**src/rtl/icache_refill_ctrl_pkg.sv**
```systemverilog
// Shared constants and FSM state type for the I-cache refill controller.
// Optional perf counters in the top level are enabled with IREFILL_PERF_EN.
package icache_refill_ctrl_pkg;

  localparam int unsigned INST_ADDR_WIDTH = 32;
  localparam int unsigned IREFILL_LINE_W  = 128;
  localparam int unsigned IREFILL_OFF_W   = $clog2(IREFILL_LINE_W / 8);

  typedef enum logic [2:0] {
    ST_IDLE  = 3'd0,
    ST_REQ   = 3'd1,
    ST_RECV  = 3'd2,
    ST_FILL  = 3'd3,
    ST_DRAIN = 3'd4
  } irefill_state_e;

endpackage

```
**src/rtl/icache_refill_ctrl_line_asm.sv**
```systemverilog
// Beat counter and line register: beat k of a burst lands in line[BEAT_W*k +: BEAT_W].
module irefill_line_asm
  import icache_refill_ctrl_pkg::*;
#(
  parameter int unsigned BEAT_W = 32,
  parameter int unsigned BEATS  = 4
) (
  input  logic                      clk,
  input  logic                      rst_n,
  input  logic                      clear,
  input  logic                      beat_en,
  input  logic                      store_en,
  input  logic [BEAT_W-1:0]         beat_data,
  output logic [BEAT_W*BEATS-1:0]   line,
  output logic                      last_beat
);

  localparam int unsigned CNT_W = (BEATS > 1) ? $clog2(BEATS) : 1;

  logic [CNT_W-1:0] cnt;

  always_ff @(posedge clk or negedge rst_n) begin
    if (!rst_n) begin
      cnt  <= '0;
      line <= '0;
    end else if (clear) begin
      cnt <= '0;
    end else if (beat_en) begin
      cnt <= cnt + 1'b1;
      if (store_en) begin
        line[cnt*BEAT_W +: BEAT_W] <= beat_data;
      end
    end
  end

  assign last_beat = (cnt == CNT_W'(BEATS - 1));

endmodule

```
**src/rtl/icache_refill_ctrl.sv**
```systemverilog
// I-cache miss sequencer: one 4-beat burst per miss, line fill plus fetch response.
// Define IREFILL_PERF_EN to build the miss/abort/busy performance counters.
module icache_refill_ctrl
  import icache_refill_ctrl_pkg::*;
#(
  parameter int unsigned ADDR_W = INST_ADDR_WIDTH,
  parameter int unsigned BEAT_W = 32,
  parameter int unsigned BEATS  = 4
) (
  input  logic                         clk,
  input  logic                         rst_n,
  input  logic                         miss_valid,
  input  logic [ADDR_W-1:0]            miss_paddr,
  output logic                         miss_ready,
  input  logic                         abort,
  output logic                         mem_req_valid,
  output logic [ADDR_W-1:0]            mem_req_addr,
  input  logic                         mem_req_ready,
  input  logic                         mem_resp_valid,
  input  logic [BEAT_W-1:0]            mem_resp_data,
  output logic                         fill_valid,
  output logic [ADDR_W-IREFILL_OFF_W-1:0] fill_tag,
  output logic [BEAT_W*BEATS-1:0]      fill_data,
  output logic                         resp_valid,
  output logic [31:0]                  perf_miss,
  output logic [31:0]                  perf_abort,
  output logic [31:0]                  perf_busy
);

  irefill_state_e state, state_nxt;

  logic [ADDR_W-IREFILL_OFF_W-1:0] base_q;
  logic idle_ready;
  logic accept;
  logic beat_en;
  logic store_en;
  logic last_beat;
  logic unused_offset;

  assign unused_offset = ^miss_paddr[IREFILL_OFF_W-1:0];

  always_ff @(posedge clk or negedge rst_n) begin
    if (!rst_n) begin
      state  <= ST_IDLE;
      base_q <= '0;
    end else begin
      state <= state_nxt;
      if (accept) begin
        base_q <= miss_paddr[ADDR_W-1:IREFILL_OFF_W];
      end
    end
  end

  always_comb begin
    state_nxt     = state;
    idle_ready    = 1'b0;
    accept        = 1'b0;
    mem_req_valid = 1'b0;
    beat_en       = 1'b0;
    store_en      = 1'b0;
    fill_valid    = 1'b0;
    resp_valid    = 1'b0;
    case (state)
      ST_IDLE: begin
        idle_ready = 1'b1;
        if (miss_valid && !abort) begin
          accept    = 1'b1;
          state_nxt = ST_REQ;
        end
      end
      ST_REQ: begin
        mem_req_valid = 1'b1;
        if (mem_req_ready) begin
          state_nxt = abort ? ST_DRAIN : ST_RECV;
        end else if (abort) begin
          state_nxt = ST_IDLE;
        end
      end
      ST_RECV: begin
        beat_en  = mem_resp_valid;
        store_en = 1'b1;
        // An abort that coincides with the final beat leaves nothing to drain.
        if (abort) begin
          state_nxt = (mem_resp_valid && last_beat) ? ST_IDLE : ST_DRAIN;
        end else if (mem_resp_valid && last_beat) begin
          state_nxt = ST_FILL;
        end
      end
      ST_DRAIN: begin
        beat_en = mem_resp_valid;
        if (mem_resp_valid && last_beat) begin
          state_nxt = ST_IDLE;
        end
      end
      ST_FILL: begin
        fill_valid = 1'b1;
        resp_valid = !abort;
        state_nxt  = ST_IDLE;
      end
      default: state_nxt = ST_IDLE;
    endcase
  end

  // Reset holds miss_ready low even though the state register already reads IDLE.
  assign miss_ready   = idle_ready & rst_n;
  assign mem_req_addr = {base_q, {IREFILL_OFF_W{1'b0}}};
  assign fill_tag     = base_q;

  irefill_line_asm #(
    .BEAT_W (BEAT_W),
    .BEATS  (BEATS)
  ) u_line_asm (
    .clk       (clk),
    .rst_n     (rst_n),
    .clear     (accept),
    .beat_en   (beat_en),
    .store_en  (store_en),
    .beat_data (mem_resp_data),
    .line      (fill_data),
    .last_beat (last_beat)
  );

`ifdef IREFILL_PERF_EN
  logic abort_evt;

  assign abort_evt = abort && ((state == ST_REQ) || (state == ST_RECV));

  always_ff @(posedge clk or negedge rst_n) begin
    if (!rst_n) begin
      perf_miss  <= '0;
      perf_abort <= '0;
      perf_busy  <= '0;
    end else begin
      if (accept)            perf_miss  <= perf_miss + 32'd1;
      if (abort_evt)         perf_abort <= perf_abort + 32'd1;
      if (state != ST_IDLE)  perf_busy  <= perf_busy + 32'd1;
    end
  end
`else
  assign perf_miss  = '0;
  assign perf_abort = '0;
  assign perf_busy  = '0;
`endif

endmodule

```
**config.mk**
```make
export PLATFORM = sky130hd
export DESIGN_NAME = icache_refill_ctrl
export DESIGN_NICKNAME = d
export VERILOG_FILES = /design/src/rtl/icache_refill_ctrl_pkg.sv /design/src/rtl/icache_refill_ctrl_line_asm.sv /design/src/rtl/icache_refill_ctrl.sv
export SDC_FILE = /design/constraint.sdc
export NUM_CORES = 1
export LEC_CHECK = 0
export CAP_MARGIN = 20
export CORE_MARGIN = 2
export CORE_UTILIZATION = 42
export CTS_CLUSTER_SIZE = 20
export DETAILED_ROUTE_END_ITERATION = 16
export MAX_ROUTING_LAYER = met4
export PLACE_DENSITY = 0.91
export RECOVER_POWER = 100
export SLEW_MARGIN = 10
export SYNTH_ARGS = -nofsm -noshare
export SYNTH_HDL_FRONTEND = slang
export SYNTH_SLANG_ARGS = --single-unit
export TNS_END_PERCENT = 5
```
**constraint.sdc**
```tcl
create_clock -name clk -period 2 [get_ports clk]
set_input_delay 0.3 -clock clk [delete_from_list [all_inputs] [get_ports clk]]
set_output_delay 0.3 -clock clk [all_outputs]
set_load 0.1 [all_outputs]
```
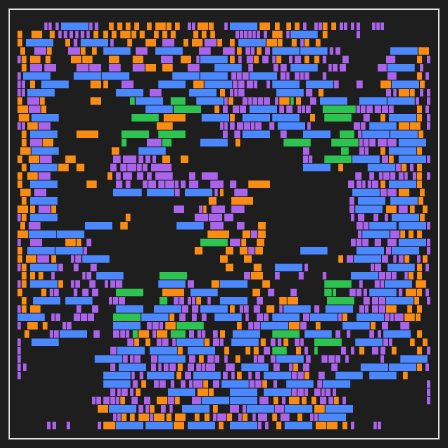
Fig. 1. Cells colored by class (run 1).
sequential cells: marked blue, cells 161. clock drivers and dummy loads: marked green, cells 32. combinational and other logic: marked purple, cells 517. remaining buffers and delay cells: marked orange, cells 287.

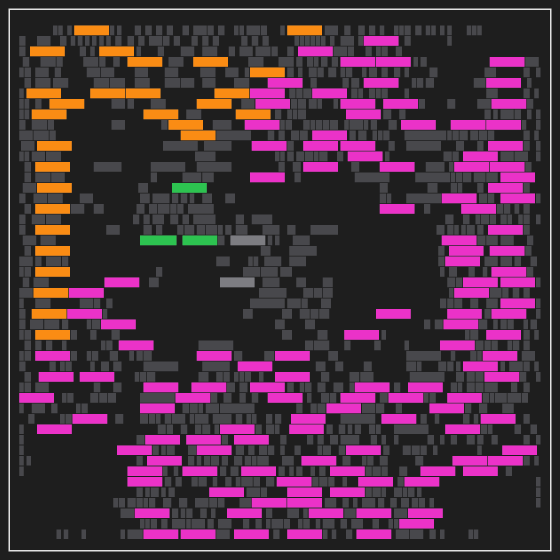
Fig. 2. Sequential cells colored by netlist name (run 1).
Other sequential cells in the stronger gray, the rest of the logic in the fainter gray.
`fill_tag`: marked orange, sequential cells 28, where top left. `u_line_asm.line`: marked magenta, sequential cells 128, where spread over the die. `state`: marked green, sequential cells 3.
Another 2 sequential cells are not colored.

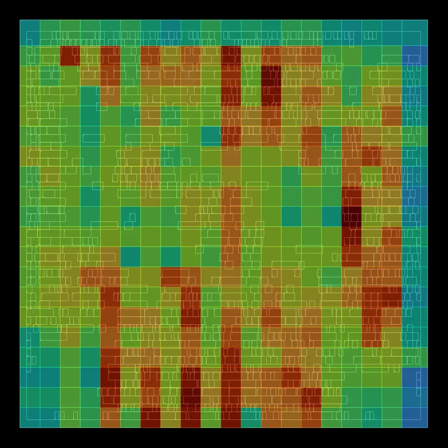
Fig. 3. Routing congestion map (run 1).
met3 track utilization from global routing: 4.171%
post-layout util: 53.70%
met2 Usage GRT: 35.84%
Global Route Usage Sum: 21.99%
detail-routed net length per standard cell: 17.58 um

==> flow_results.xml, run 1 <==
<?xml version="1.0" encoding="UTF-8"?>
<metrics>
  <group name="clock_tree">
    <metric name="clk_pin_slew" unit="ps">60</metric>
    <metric name="worst_skew_pair.late_latency" unit="ps">410</metric>
    <metric name="tritoncts" unit="">done</metric>
    <metric name="clkSinkCount" unit="">161</metric>
    <metric name="clock_tree.root_cell" unit="">clkbuf_16</metric>
    <metric name="cts-htree-levels" unit="">4</metric>
    <metric name="clockBufferDepth" unit="">2</metric>
  </group>
  <group name="final_timing">
    <metric name="finalCriticalPeriod" unit="ps">1916</metric>
    <metric name="grt_setup_unrepaired" unit="">yes</metric>
    <metric name="clock_skew" unit="ps">9.042</metric>
    <metric name="final-hold-violation-count" unit="">0</metric>
    <metric name="setup_viol" unit="">0</metric>
  </group>
  <group name="cells_and_area">
    <metric name="ff_count" unit="">161</metric>
    <metric name="final-instance-count-excl-fill" unit="">1226</metric>
    <metric name="clockNetworkAreaShare" unit="%">5.869</metric>
    <metric name="layout.comb_gates.multi_input" unit="">407</metric>
    <metric name="areaGrowthSynthToFinish" unit="%">24.75</metric>
    <metric name="num-clock-buffers" unit="">24</metric>
    <metric name="n_antenna_cell" unit="">0</metric>
    <metric name="seq_share" unit="%">41.64</metric>
    <metric name="stdcell_area" unit="um2">9679</metric>
    <metric name="layout.non_clock_buffers" unit="">287</metric>
    <metric name="fillCellCount" unit="">1665</metric>
    <metric name="comb_area_share" unit="%">25.34</metric>
    <metric name="fin_nets" unit="">1059</metric>
  </group>
  <group name="detailed_routing">
    <metric name="drt_pre_antenna_iters" unit="">5</metric>
    <metric name="route.detailed.drc" unit="">0</metric>
    <metric name="ant_nets" unit="">0</metric>
    <metric name="topRoutingLayerUsed" unit="">met4</metric>
    <metric name="via_count" unit="">6195</metric>
    <metric name="drt_iter0_markers" unit="">448</metric>
    <metric name="vias_per_cell" unit="">5.053</metric>
  </group>
  <group name="logic_synthesis">
    <metric name="syn-instance-count" unit="">761</metric>
    <metric name="yosysTopAreaCell" unit="">dfrtp_1</metric>
    <metric name="netlist_top_cells_area" unit="">dfrtp_1 52%, buf_4 13%, nand4_1 8.6%</metric>
    <metric name="commonest_cells_post_synth" unit="">161 x dfrtp_1, 130 x buf_4, 110 x inv_1</metric>
    <metric name="synthDominantCellAreaShare" unit="%">51.93</metric>
    <metric name="synth_flops" unit="">161</metric>
    <metric name="synth_area_per_cell" unit="um2">10.20</metric>
    <metric name="post_synth_num_cell_types" unit="">33</metric>
    <metric name="ys_sh_adder" unit="%">0.8063</metric>
    <metric name="async_reset_ff_share" unit="%">100.0</metric>
    <metric name="ys_sh_simple" unit="%">11.35</metric>
    <metric name="synth.logic.top_family" unit="">buffers and inverters</metric>
  </group>
  <group name="floorplan">
    <metric name="core-area" unit="um2">18020</metric>
    <metric name="io_pins" unit="">358</metric>
    <metric name="fp_density" unit="%">43.04</metric>
    <metric name="num_rows" unit="">49</metric>
    <metric name="design.die.area" unit="um2">19580</metric>
    <metric name="tap_cells" unit="">229</metric>
    <metric name="chipWidth" unit="um">139.9</metric>
  </group>
  <group name="grt">
    <metric name="grt-busiest-layer" unit="">met2</metric>
    <metric name="pin_count_of_the_biggest_net_entering_global_routing" unit="">83</metric>
    <metric name="grt_pass1_wl" unit="mm">33.06</metric>
    <metric name="use_met1" unit="%">26.88</metric>
  </group>
  <group name="hold_path">
    <metric name="hold_start" unit="">miss_paddr[30]</metric>
    <metric name="timing.hold.worst_path_depth" unit="">2</metric>
    <metric name="worstHoldEndpoint" unit="">fill_tag[26]$_DFFE_PN0P_</metric>
  </group>
  <group name="run">
    <metric name="drv.max_cap_violation_count" unit="">0</metric>
    <metric name="warning_count" unit="">36</metric>
  </group>
  <group name="setup_path">
    <metric name="setup.worst_path.start_class" unit="">flip-flop</metric>
    <metric name="critical_path_class" unit="">reg -&gt; out</metric>
    <metric name="critical_path.slowest_cell" unit="">dfrtp_1</metric>
    <metric name="cp_num_buf_inv" unit="">1</metric>
    <metric name="crit_path_cell_trace" unit="">nor3_1 &gt; and2_1 &gt; buf_12</metric>
    <metric name="setup.worst_path.start" unit="">state[2]$_DFFE_PN0P_</metric>
    <metric name="timing.reg2reg.setup_slack" unit="ps">90</metric>
    <metric name="endpoint_kind" unit="">output port</metric>
  </group>
  <group name="outcome">
    <metric name="run_status" unit="">finished, final reports clean</metric>
  </group>
</metrics>
run 1: flip-flops by register name, summed over array words and instances, names as in the netlist:
signal	flops
u_line_asm.cnt	2
state	3
u_line_asm.line	128
fill_tag	28
run 1: stage by stage:
stage | hold WS (ps) | setup WS (ps) | TNS, ps
2_1_floorplan | 4.409 | -348.1 | -487.5
3_3_place_gp | 378.1 | 162.0 | 0
3_5_place_dp | 388.7 | 108.8 | 0
4_1_cts | 479.0 | 59.27 | 0
5_1_grt | 474.9 | -64.44 | -557.5
6_report | 498.1 | 84.21 | 0
run 1: repair_timing:
| action | 4_1_cts | 5_1_grt |
|---|---|---|
| endpoints found under the setup margin | 0 | 2 |
| endpoints found under the hold margin | 115 | 0 |
| setup buffers | 0 | 0 |
| hold buffers | 1 | 0 |
| resized | 0 | 1 |
run 1: cells in the final DEF, fill, tap and decap left out, types with 6 or more instances in the layout:
| cell type | n |
|---|---|
| clkbuf_16 | 17 |
| clkdlybuf4s50_1 | 64 |
| o21ai_0 | 69 |
| clkbuf_2 | 187 |
| conb_1 | 100 |
| dfrtp_1 | 160 |
| buf_12 | 6 |
| buf_4 | 16 |
| mux2_2 | 28 |
| nand4_1 | 107 |
| o21ai_1 | 39 |
| clkbuf_4 | 7 |
| inv_1 | 110 |
| a22o_1 | 21 |
Fig. 4: run 1, sizing map
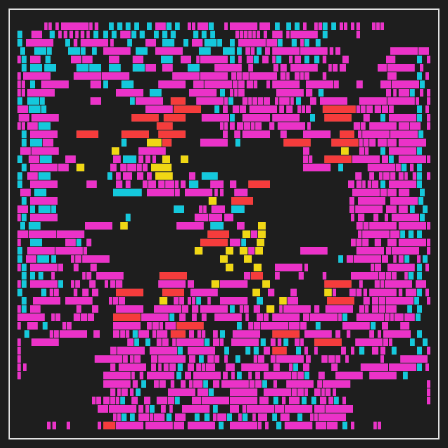

==> run 2, diff against run 1 <==
CORE_UTILIZATION = 30   (was 42)
PLACE_DENSITY = 0.71   (was 0.91)
clock period = 2.4 ns   (was 2 ns; I/O delays follow)
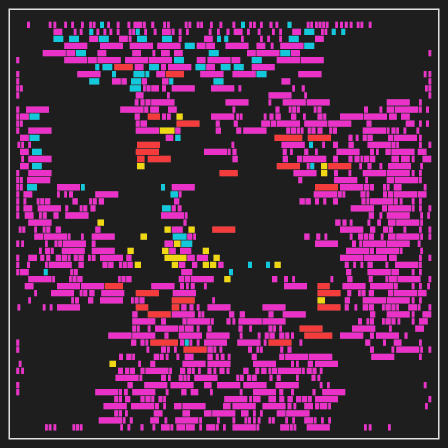
Fig. 5. Sizing map (run 2).
_2 cells: marked cyan, cells 57. _3 and _4 cells: marked yellow, cells 23. _0 and _1 cells: marked magenta, cells 878. _6 and larger: marked red, cells 29.

==> run 2 against run 1 <==
Final area decreased by 1.7%. Clock skew increased by 1.4 ps. Via count decreased by 3.5%.
==> flow_results.xml, run 2 <==
<?xml version="1.0" encoding="UTF-8"?>
<metrics>
  <group name="outcome">
    <metric name="run_status" unit="">finished, final reports clean</metric>
  </group>
  <group name="clock_tree">
    <metric name="post-cts-setup-buffer-count" unit="">0</metric>
    <metric name="post_cts_resized" unit="">0</metric>
    <metric name="clkSinkCount" unit="">161</metric>
    <metric name="clock_tree.root_cell" unit="">clkbuf_16</metric>
    <metric name="worst_skew_pair.late_latency" unit="ps">420</metric>
    <metric name="clk_pin_slew" unit="ps">70</metric>
    <metric name="cts.hold.buffers_added" unit="">0</metric>
    <metric name="tritoncts" unit="">done</metric>
    <metric name="clockBufferDepth" unit="">2</metric>
    <metric name="clock_buffers_created_by_tritoncts" unit="">17</metric>
    <metric name="cts-htree-levels" unit="">4</metric>
  </group>
  <group name="detailed_routing">
    <metric name="wirelength" unit="mm">22.95</metric>
    <metric name="via_count" unit="">5979</metric>
    <metric name="vias_per_cell" unit="">4.540</metric>
    <metric name="ant_nets" unit="">0</metric>
    <metric name="drt_pre_antenna_iters" unit="">5</metric>
    <metric name="drt_iter0_markers" unit="">562</metric>
    <metric name="route.detailed.wl_per_inst" unit="um">17.43</metric>
    <metric name="route.detailed.drc" unit="">0</metric>
  </group>
  <group name="logic_synthesis">
    <metric name="commonest_cells_post_synth" unit="">161 x dfrtp_1, 130 x buf_4, 110 x inv_1</metric>
    <metric name="netlist_top_cells_area" unit="">dfrtp_1 52%, buf_4 13%, nand4_1 8.6%</metric>
    <metric name="synth_flops" unit="">161</metric>
    <metric name="yosys-stat-area" unit="um2">7759</metric>
    <metric name="syn-instance-count" unit="">761</metric>
    <metric name="async_reset_ff_share" unit="%">100.0</metric>
    <metric name="post_synth_num_cell_types" unit="">33</metric>
    <metric name="commonest_register_cell_after_synthesis" unit="">dfrtp_1</metric>
    <metric name="synthesis.yosys.warnings" unit="">0</metric>
    <metric name="synth.most_common_cell" unit="">dfrtp_1</metric>
    <metric name="synthDominantCellAreaShare" unit="%">51.93</metric>
    <metric name="yosys.stat.seqShare" unit="%">51.93</metric>
    <metric name="synth_area_per_cell" unit="um2">10.20</metric>
    <metric name="yosysTopAreaCell" unit="">dfrtp_1</metric>
  </group>
  <group name="setup_path">
    <metric name="critical_path_class" unit="">reg -&gt; reg</metric>
    <metric name="cp_top_family" unit="">simple AND/OR/NAND/NOR gates</metric>
    <metric name="crit_path_cell_trace" unit="">inv_1 &gt; ha_1 &gt; nor3b_1 &gt; clkbuf_2 &gt; nand4_1 &gt; o21ai_0</metric>
    <metric name="timing.critical_path.arrival" unit="ps">2420</metric>
    <metric name="endpoint_kind" unit="">flip-flop</metric>
    <metric name="required" unit="ps">2740</metric>
    <metric name="cp_num_buf_inv" unit="">2</metric>
    <metric name="critical_path.slowest_cell" unit="">clkbuf_2</metric>
    <metric name="setup.worst_path.start_class" unit="">flip-flop</metric>
    <metric name="worst-path-max-fanout" unit="">15</metric>
    <metric name="critical-path-max-stage-delay" unit="ps">420</metric>
  </group>
  <group name="placed_design">
    <metric name="dpl.hpwl" unit="mm">15.92</metric>
    <metric name="area_after_detailed_placement" unit="um2">9623</metric>
    <metric name="weighted_congestion_at_the_end_of_routability_driven_global_placement" unit="">0.7836</metric>
    <metric name="placedCellCount" unit="">1286</metric>
    <metric name="placement.setup.worst_slack" unit="ps">249.0</metric>
    <metric name="io_buffer_count" unit="">253</metric>
  </group>
  <group name="final_timing">
    <metric name="clock_skew" unit="ps">10.40</metric>
    <metric name="finalCriticalPeriod" unit="ps">2087</metric>
    <metric name="final_worst_path_period_share" unit="%">86.96</metric>
    <metric name="timing.setup.tns" unit="ps">0</metric>
    <metric name="final_critical_path_setup_slack" unit="ps">312.9</metric>
    <metric name="fmaxAchievable" unit="MHz">479.1</metric>
    <metric name="max-slew-margin-rel" unit="%">0.01105</metric>
    <metric name="timing.final.max_slew_violations" unit="">0</metric>
    <metric name="timing_worst_slew_pin_value" unit="ps">1500</metric>
    <metric name="worst_hold_slack" unit="ps">502.0</metric>
    <metric name="final-hold-violation-count" unit="">0</metric>
    <metric name="grt_setup_unrepaired" unit="">no</metric>
    <metric name="setup_viol" unit="">0</metric>
  </group>
  <group name="grt">
    <metric name="grt_pass1_wl" unit="mm">33.34</metric>
    <metric name="grt.total_usage" unit="%">16.73</metric>
    <metric name="antenna_found_initial" unit="">0</metric>
    <metric name="pin_count_of_the_biggest_net_entering_global_routing" unit="">107</metric>
    <metric name="grt_pass1_vias" unit="">5612</metric>
    <metric name="overflow" unit="">0</metric>
  </group>
  <group name="cells_and_area">
    <metric name="largest_register_ffs" unit="">128</metric>
    <metric name="share_of_cells_above_drive_strength_1" unit="%">11.04</metric>
    <metric name="fin_nets" unit="">1050</metric>
    <metric name="areaGrowthSynthToFinish" unit="%">22.63</metric>
    <metric name="largest_register_by_flop_count" unit="">u_line_asm.line</metric>
    <metric name="final_util" unit="%">37.67</metric>
    <metric name="layout_top_cell_excl_fill_tap" unit="">clkbuf_1</metric>
    <metric name="final-instance-count-excl-fill" unit="">1317</metric>
    <metric name="n_antenna_cell" unit="">0</metric>
    <metric name="highest_count_cells_in_the_layout_ignoring_fill_and_taps" unit="">171 x clkbuf_1, 161 x dfrtp_1, 110 x inv_1</metric>
    <metric name="stdcell_area" unit="um2">9514</metric>
  </group>
  <group name="run">
    <metric name="drv.max_cap_violation_count" unit="">0</metric>
    <metric name="warning_count" unit="">37</metric>
  </group>
  <group name="floorplan">
    <metric name="io_pins" unit="">358</metric>
    <metric name="num_rows" unit="">58</metric>
    <metric name="overall_die_height" unit="um">164.8</metric>
    <metric name="core-area" unit="um2">25250</metric>
    <metric name="fp_density" unit="%">30.72</metric>
    <metric name="chipWidth" unit="um">164.8</metric>
    <metric name="design.die.area" unit="um2">27160</metric>
  </group>
  <group name="hold_path">
    <metric name="min_path_type" unit="">reg -&gt; reg</metric>
  </group>
</metrics>
-- run 2: kinds of logic (layout without fill, tap and decap cells) --
logic type                 count (synthesis)  in the layout  share of synthesized area (%)
and+or+nand+nor                          136            136                          11.35
other                                      1            100                        0.04833
adders and majority gates                  5              5                         0.8063
DFF                                      161            161                          51.93
xor gates and xnor gates                   1              1                         0.1129
buffers and inverters                    292            419                          21.67
AOI/OAI and AO/OA                        137            137                          10.01
muxes                                     28             28                          4.064
-- run 2: layer usage --
layer / routed length (um) / global-route usage, % / share of wire [%] / vias to the layer above
met5: 0 / - / 0 / -
met4: 413 / 5.534 / 1.8 / 0
met3: 1299 / 3.039 / 5.7 / 26
met2: 11130 / 26.06 / 48 / 249
met1: 10110 / 22.10 / 44 / 2926
li1: - / - / - / 2778
-- run 2: final timing paths --
kind                                             startpoint                          endpoint  slack (ps)  cells after the start
min in group asynchronous                             rst_n     u_line_asm.cnt[1]$_DFFE_PN0P_         620                      2
min                        u_line_asm.line[108]$_DFFE_PN0P_  u_line_asm.line[108]$_DFFE_PN0P_         500                      1
min reg2reg                u_line_asm.line[108]$_DFFE_PN0P_  u_line_asm.line[108]$_DFFE_PN0P_         500                      1
max                           u_line_asm.cnt[1]$_DFFE_PN0P_   u_line_asm.line[11]$_DFFE_PN0P_         310                      6
max in group asynchronous                             rst_n   u_line_asm.line[69]$_DFFE_PN0P_         750                      2
max reg2reg                   u_line_asm.cnt[1]$_DFFE_PN0P_   u_line_asm.line[11]$_DFFE_PN0P_         310                      6
-- run 2: cell type report --
type | instances | area (um2)
Tap cell | 330 | 412.9
Fill cell | 2654 | 15740
Inverter | 110 | 412.9
Sequential cell | 161 | 4029
Timing Repair Buffer | 278 | 1595
Multi-Input combinational cell | 407 | 2445
Clock inverter | 11 | 152.6
Clock buffer | 20 | 466.7
==> run 3, diff against run 2 <==
ABC_CLOCK_PERIOD_IN_PS = 2400   (was unset)
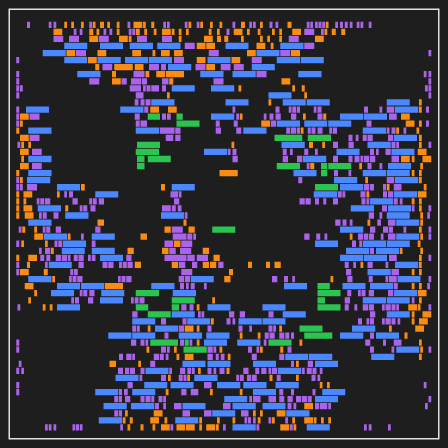
Fig. 6. Cells colored by class (run 3).
combinational and other logic: marked purple, cells 517. remaining buffers and delay cells: marked orange, cells 278. sequential cells: marked blue, cells 161. clock drivers and dummy loads: marked green, cells 31.

==> run 3 against run 2 <==
Fmax unchanged. Critical path depth unchanged. Area after synthesis unchanged. Worst setup slack unchanged. Global-route usage unchanged.
==> flow_results.xml, run 3 <==
<?xml version="1.0" encoding="UTF-8"?>
<metrics>
  <group name="clock_tree">
    <metric name="tritoncts" unit="">done</metric>
    <metric name="cts-htree-levels" unit="">4</metric>
    <metric name="cts.hold.buffers_added" unit="">0</metric>
    <metric name="clock_tree.root_cell" unit="">clkbuf_16</metric>
    <metric name="clkSinkCount" unit="">161</metric>
    <metric name="post-cts-setup-buffer-count" unit="">0</metric>
    <metric name="clk_pin_slew" unit="ps">70</metric>
    <metric name="worst_skew_pair.late_latency" unit="ps">420</metric>
    <metric name="clockBufferDepth" unit="">2</metric>
    <metric name="clock_buffers_created_by_tritoncts" unit="">17</metric>
    <metric name="post_cts_resized" unit="">0</metric>
  </group>
  <group name="final_timing">
    <metric name="timing.final.max_slew_violations" unit="">0</metric>
    <metric name="max-slew-margin-rel" unit="%">0.01105</metric>
    <metric name="grt_setup_unrepaired" unit="">no</metric>
    <metric name="setup_viol" unit="">0</metric>
    <metric name="final-hold-violation-count" unit="">0</metric>
    <metric name="finalCriticalPeriod" unit="ps">2087</metric>
    <metric name="final_critical_path_setup_slack" unit="ps">312.9</metric>
    <metric name="clock_skew" unit="ps">10.40</metric>
    <metric name="final_worst_path_period_share" unit="%">86.96</metric>
    <metric name="timing.setup.tns" unit="ps">0</metric>
    <metric name="timing_worst_slew_pin_value" unit="ps">1500</metric>
    <metric name="fmaxAchievable" unit="MHz">479.1</metric>
    <metric name="worst_hold_slack" unit="ps">502.0</metric>
  </group>
  <group name="grt">
    <metric name="use_met1" unit="%">22.10</metric>
    <metric name="grt_pass1_wl" unit="mm">33.34</metric>
    <metric name="pin_count_of_the_biggest_net_entering_global_routing" unit="">107</metric>
    <metric name="global_route.usage.met3" unit="%">3.039</metric>
    <metric name="overflow" unit="">0</metric>
    <metric name="grt.total_usage" unit="%">16.73</metric>
    <metric name="antenna_found_initial" unit="">0</metric>
    <metric name="met2_usage" unit="%">26.06</metric>
    <metric name="grt_pass1_vias" unit="">5612</metric>
    <metric name="grt-busiest-layer" unit="">met2</metric>
  </group>
  <group name="placed_design">
    <metric name="placedCellCount" unit="">1286</metric>
    <metric name="weighted_congestion_at_the_end_of_routability_driven_global_placement" unit="">0.7836</metric>
    <metric name="io_buffer_count" unit="">253</metric>
    <metric name="placement.setup.worst_slack" unit="ps">249.0</metric>
    <metric name="area_after_detailed_placement" unit="um2">9623</metric>
    <metric name="dpl.hpwl" unit="mm">15.92</metric>
  </group>
  <group name="floorplan">
    <metric name="design.die.area" unit="um2">27160</metric>
    <metric name="core-area" unit="um2">25250</metric>
    <metric name="overall_die_height" unit="um">164.8</metric>
    <metric name="num_rows" unit="">58</metric>
    <metric name="chipWidth" unit="um">164.8</metric>
    <metric name="fp_density" unit="%">30.72</metric>
    <metric name="io_pins" unit="">358</metric>
  </group>
  <group name="setup_path">
    <metric name="timing.critical_path.arrival" unit="ps">2420</metric>
    <metric name="critical_path_class" unit="">reg -&gt; reg</metric>
    <metric name="required" unit="ps">2740</metric>
    <metric name="worst-path-max-fanout" unit="">15</metric>
    <metric name="cp_num_buf_inv" unit="">2</metric>
    <metric name="critical-path-max-stage-delay" unit="ps">420</metric>
    <metric name="setup.worst_path.start_class" unit="">flip-flop</metric>
    <metric name="crit_path_cell_trace" unit="">inv_1 &gt; ha_1 &gt; nor3b_1 &gt; clkbuf_2 &gt; nand4_1 &gt; o21ai_0</metric>
    <metric name="endpoint_kind" unit="">flip-flop</metric>
    <metric name="critical_path.slowest_cell" unit="">clkbuf_2</metric>
    <metric name="cp_top_family" unit="">simple AND/OR/NAND/NOR gates</metric>
  </group>
  <group name="logic_synthesis">
    <metric name="synth_area_per_cell" unit="um2">10.20</metric>
    <metric name="synth-edff-count" unit="">0</metric>
    <metric name="synth_flops" unit="">161</metric>
    <metric name="post_synth_num_cell_types" unit="">33</metric>
    <metric name="commonest_cells_post_synth" unit="">161 x dfrtp_1, 130 x buf_4, 110 x inv_1</metric>
    <metric name="synth.most_common_cell" unit="">dfrtp_1</metric>
    <metric name="yosys-stat-area" unit="um2">7759</metric>
    <metric name="commonest_register_cell_after_synthesis" unit="">dfrtp_1</metric>
    <metric name="synthesis.yosys.warnings" unit="">0</metric>
    <metric name="yosys.stat.seqShare" unit="%">51.93</metric>
    <metric name="netlist_top_cells_area" unit="">dfrtp_1 52%, buf_4 13%, nand4_1 8.6%</metric>
    <metric name="syn-instance-count" unit="">761</metric>
    <metric name="synth_stat.cells" unit="">761</metric>
    <metric name="async_reset_ff_share" unit="%">100.0</metric>
    <metric name="synthDominantCellAreaShare" unit="%">51.93</metric>
    <metric name="synth.cell_area" unit="um2">7759</metric>
    <metric name="yosysTopAreaCell" unit="">dfrtp_1</metric>
  </group>
  <group name="detailed_routing">
    <metric name="wl_met1" unit="mm">10.11</metric>
    <metric name="route.detailed.wl_per_inst" unit="um">17.43</metric>
    <metric name="topRoutingLayerUsed" unit="">met4</metric>
    <metric name="drt_pre_antenna_iters" unit="">5</metric>
    <metric name="drt_iter0_markers" unit="">562</metric>
    <metric name="wl_met2" unit="mm">11.13</metric>
    <metric name="via_count" unit="">5979</metric>
    <metric name="ant_nets" unit="">0</metric>
    <metric name="vias_per_cell" unit="">4.540</metric>
    <metric name="wl_met3" unit="mm">1.299</metric>
    <metric name="wirelength" unit="mm">22.95</metric>
    <metric name="route.detailed.drc" unit="">0</metric>
  </group>
  <group name="cells_and_area">
    <metric name="stdcell_area" unit="um2">9514</metric>
    <metric name="highest_count_cells_in_the_layout_ignoring_fill_and_taps" unit="">171 x clkbuf_1, 161 x dfrtp_1, 110 x inv_1</metric>
    <metric name="areaGrowthSynthToFinish" unit="%">22.63</metric>
    <metric name="largest_register_ffs" unit="">128</metric>
    <metric name="largest_register_by_flop_count" unit="">u_line_asm.line</metric>
    <metric name="final-instance-count-excl-fill" unit="">1317</metric>
    <metric name="share_of_cells_above_drive_strength_1" unit="%">11.04</metric>
    <metric name="layout_top_cell_excl_fill_tap" unit="">clkbuf_1</metric>
    <metric name="fin_nets" unit="">1050</metric>
    <metric name="final_util" unit="%">37.67</metric>
    <metric name="n_antenna_cell" unit="">0</metric>
  </group>
  <group name="run">
    <metric name="warning_count" unit="">37</metric>
    <metric name="drv.max_cap_violation_count" unit="">0</metric>
  </group>
  <group name="outcome">
    <metric name="run_status" unit="">finished, final reports clean</metric>
  </group>
  <group name="hold_path">
    <metric name="min_path_type" unit="">reg -&gt; reg</metric>
  </group>
</metrics>
[run 3: final timing paths]
kind / startpoint / end / slack, ps / depth (start not counted)
setup / recovery: u_line_asm.cnt[1]$_DFFE_PN0P_ / u_line_asm.line[11]$_DFFE_PN0P_ / 310 / 6
hold / removal: u_line_asm.line[108]$_DFFE_PN0P_ / u_line_asm.line[108]$_DFFE_PN0P_ / 500 / 1
setup reg to reg: u_line_asm.cnt[1]$_DFFE_PN0P_ / u_line_asm.line[11]$_DFFE_PN0P_ / 310 / 6
hold reg to reg: u_line_asm.line[108]$_DFFE_PN0P_ / u_line_asm.line[108]$_DFFE_PN0P_ / 500 / 1
max in group asynchronous: rst_n / u_line_asm.line[69]$_DFFE_PN0P_ / 750 / 2
min in group asynchronous: rst_n / u_line_asm.cnt[1]$_DFFE_PN0P_ / 620 / 2
[run 3: cells by family (layout without fill, tap and decap cells)]
logic type                 after synthesis  in the layout  share of synthesized area, %
adders and majority gates                5              5                        0.8063
and+or+nand+nor                        136            136                         11.35
AOI/OAI and AO/OA                      137            137                         10.01
DFF                                    161            161                         51.93
muxes                                   28             28                         4.064
buffers and inverters                  292            419                         21.67
xor gates and xnor gates                 1              1                        0.1129
other                                    1            100                       0.04833
[run 3: final cells by class]
type                    count  area (um2)
multi-input cells         407        2445
inverters                 110       412.9
clock inverters            11       152.6
well taps                 330       412.9
clock buffers              20       466.7
fillers                  2654       15740
flip-flops and latches    161        4029
repair buffers            278        1595
[run 3: worst reg2reg max path, stage by stage, from the launching register on]
cell and delay [ps]:
dfrtp_1 410, inv_1 110, ha_1 360, nor3b_1 390, clkbuf_2 420, nand4_1 220
o21ai_0 110

==> screenshots <==
Local utilization.
Plate I
14 x 14 tiles, from black (low) to pale yellow (high), 0 to 100% covered.
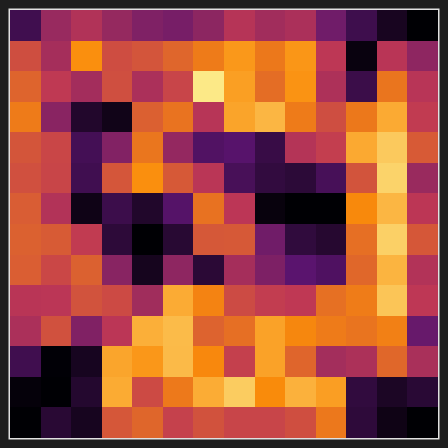
Plate II
16 x 16 tiles, from black (low) to pale yellow (high), 0 to 100% covered.
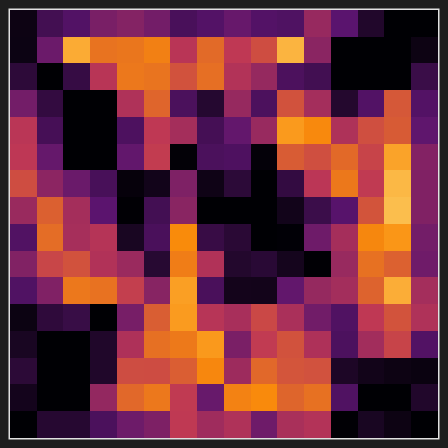
The one with the highest utilization is Plate I.
Plate I is run 1.
Plate II is run 2.

Key to Plate II:
The fullest tile reaches 86%. 4.3% of the tiles are over 75% full. 15% of the tiles are nearly empty. The mean over all tiles is 34%. The densest ninth of the die: bottom middle.

